==> config.mk <==
export PLATFORM = sky130hd
export DESIGN_NAME = mem_arbiter
export DESIGN_NICKNAME = d
export VERILOG_FILES = /design/src/rtl/mem_arbiter.sv
export SDC_FILE = /design/constraint.sdc
export NUM_CORES = 1
export LEC_CHECK = 0
export CORE_AREA = 2 2 105 107
export DETAILED_ROUTE_END_ITERATION = 6
export DIE_AREA = 0 0 107 109
export PLACE_DENSITY = 0.69
export SYNTH_ARGS = -nofsm -noshare
export SYNTH_HDL_FRONTEND = slang
export SYNTH_SLANG_ARGS = --single-unit
==> constraint.sdc <==
create_clock -name clk -period 2.01 [get_ports clk]
set_input_delay 0.201 -clock clk [delete_from_list [all_inputs] [get_ports clk]]
set_output_delay 0.201 -clock clk [all_outputs]
set_load 0.02 [all_outputs]
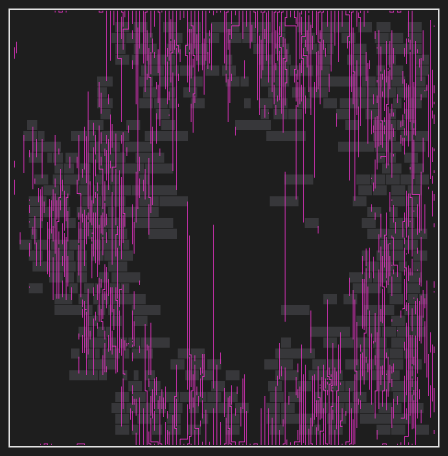
Figure 1: met2 routing.
Scale: 4 px per µm. Cells faint in the background.
- main direction: vertical
- share of all routed wire: 53%
total via count in the routed design: 2,722
met2 GRT Util: 30.44%
total detailed-routing wirelength: 10.10 mm

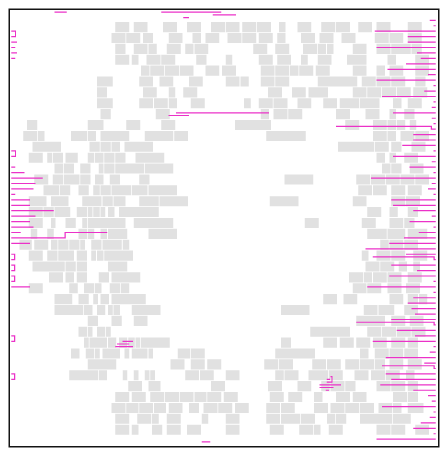
Figure 2: the metal 3 layer.
Scale: 4 px per µm. Cells faint in the background.
- main direction: horizontal
- wire length on this layer: 722 µm
- share of all routed wire: 7.1%
- nets with wire on the layer: 116
- longest straight run: 23.7 µm
met3 GRT Util: 3.168%

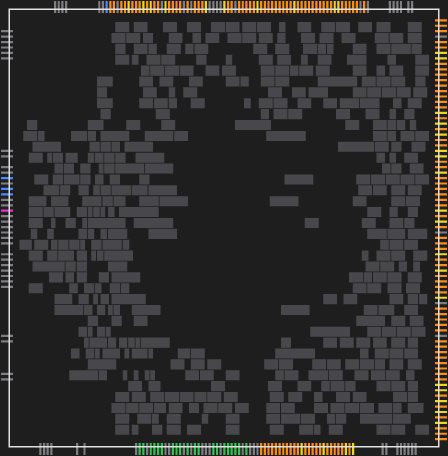
Figure 3: pin map.
Scale: 4 px per µm. Pins as bars across the die edge, other pins in grey.
- req_wdata: orange (pins 128; direction input; edge 56 right, 50 top, 22 bottom)
- req_addr: green (pins 20; direction input; edge bottom)
- mem_write_data: yellow (pins 32; direction output; edge 18 right, 10 top, 4 bottom)
- mem_ctrl: magenta (pins 1; direction output; edge left)
- ack: blue (pins 4; direction output; edge 3 left, 1 top)
- all pins by edge: 84 top, 78 right, 74 bottom, 34 left
overall die height: 109 µm
count of buffers from port buffering: 205
Die X: 107 µm

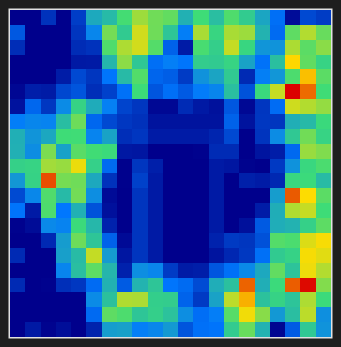
Figure 4: routed metal per tile.
Scale: 3 px per µm. 21 x 22 tiles, from dark blue (low) to red (high), scaled to the fullest tile. Values are wire area over tile area, all layers added.
- emptiest ninth of the die: centre
- nearly empty tiles: 18%
- fullest tile: 0.50
- mean over tiles: 0.14
Wirelength per Cell: 16.92 µm
Total Routing Usage GR: 15.31%

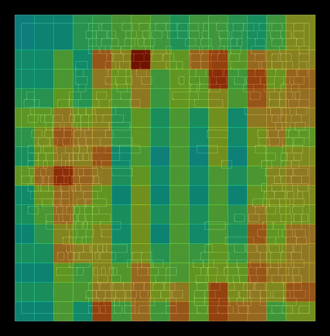
Figure 5: congestion heat map.
busiest grt layer: met2
met1 Resource Use GR: 17.33%
final core area utilization: 43.56%

==> summary.rpt <==
====================================================================================
Initial antenna violation count                                                    0
Number of setup violations in the final report                                    38
Setup Buffers After CTS                                                            8
Share of final-layout standard cells stronger than drive strength 1           26.70%
Distinct cell type count after synthesis                                          37
Leakage power summed over all cells                                      0.002150 µW
Seq. cell area                                                             244.0 µm²
Critical path, cell by cell                                             or3b_4 > o221ai_4 > buf_12 > buf_12 > clkbuf_16 > mux2i_2 > o22ai_1 > buf_2
Share of flip-flops with an asynchronous set or reset after synthesis             0%
Top area cells in the synthesized netlist                               mux2i_1 (36%), buf_4 (12%), dfxtp_1 (11%), o22ai_1 (10%), buf_6 (5.8%)
Combinational fraction of design power                                         58.0%
Violated checks                                                         negative setup slack
Launching element type of the critical path                                 register
Total number of multi-input combinational cells                                  187
Final setup slack of the worst path                                        -215.4 ps
Number of max-cap violations                                                       0
Top logic cells by instance count in the layout                         clkdlybuf4s50_1 (159), mux2i_1 (64), buf_4 (49)
Status                                                                  complete, but fails checks
Main synth FF type                                                           dfxtp_1
Switching Fraction                                                            26.50%
Leading cell type by number of instances after synthesis                     mux2i_1
====================================================================================
No activity file was given, so power comes from the tool's default toggle rates.
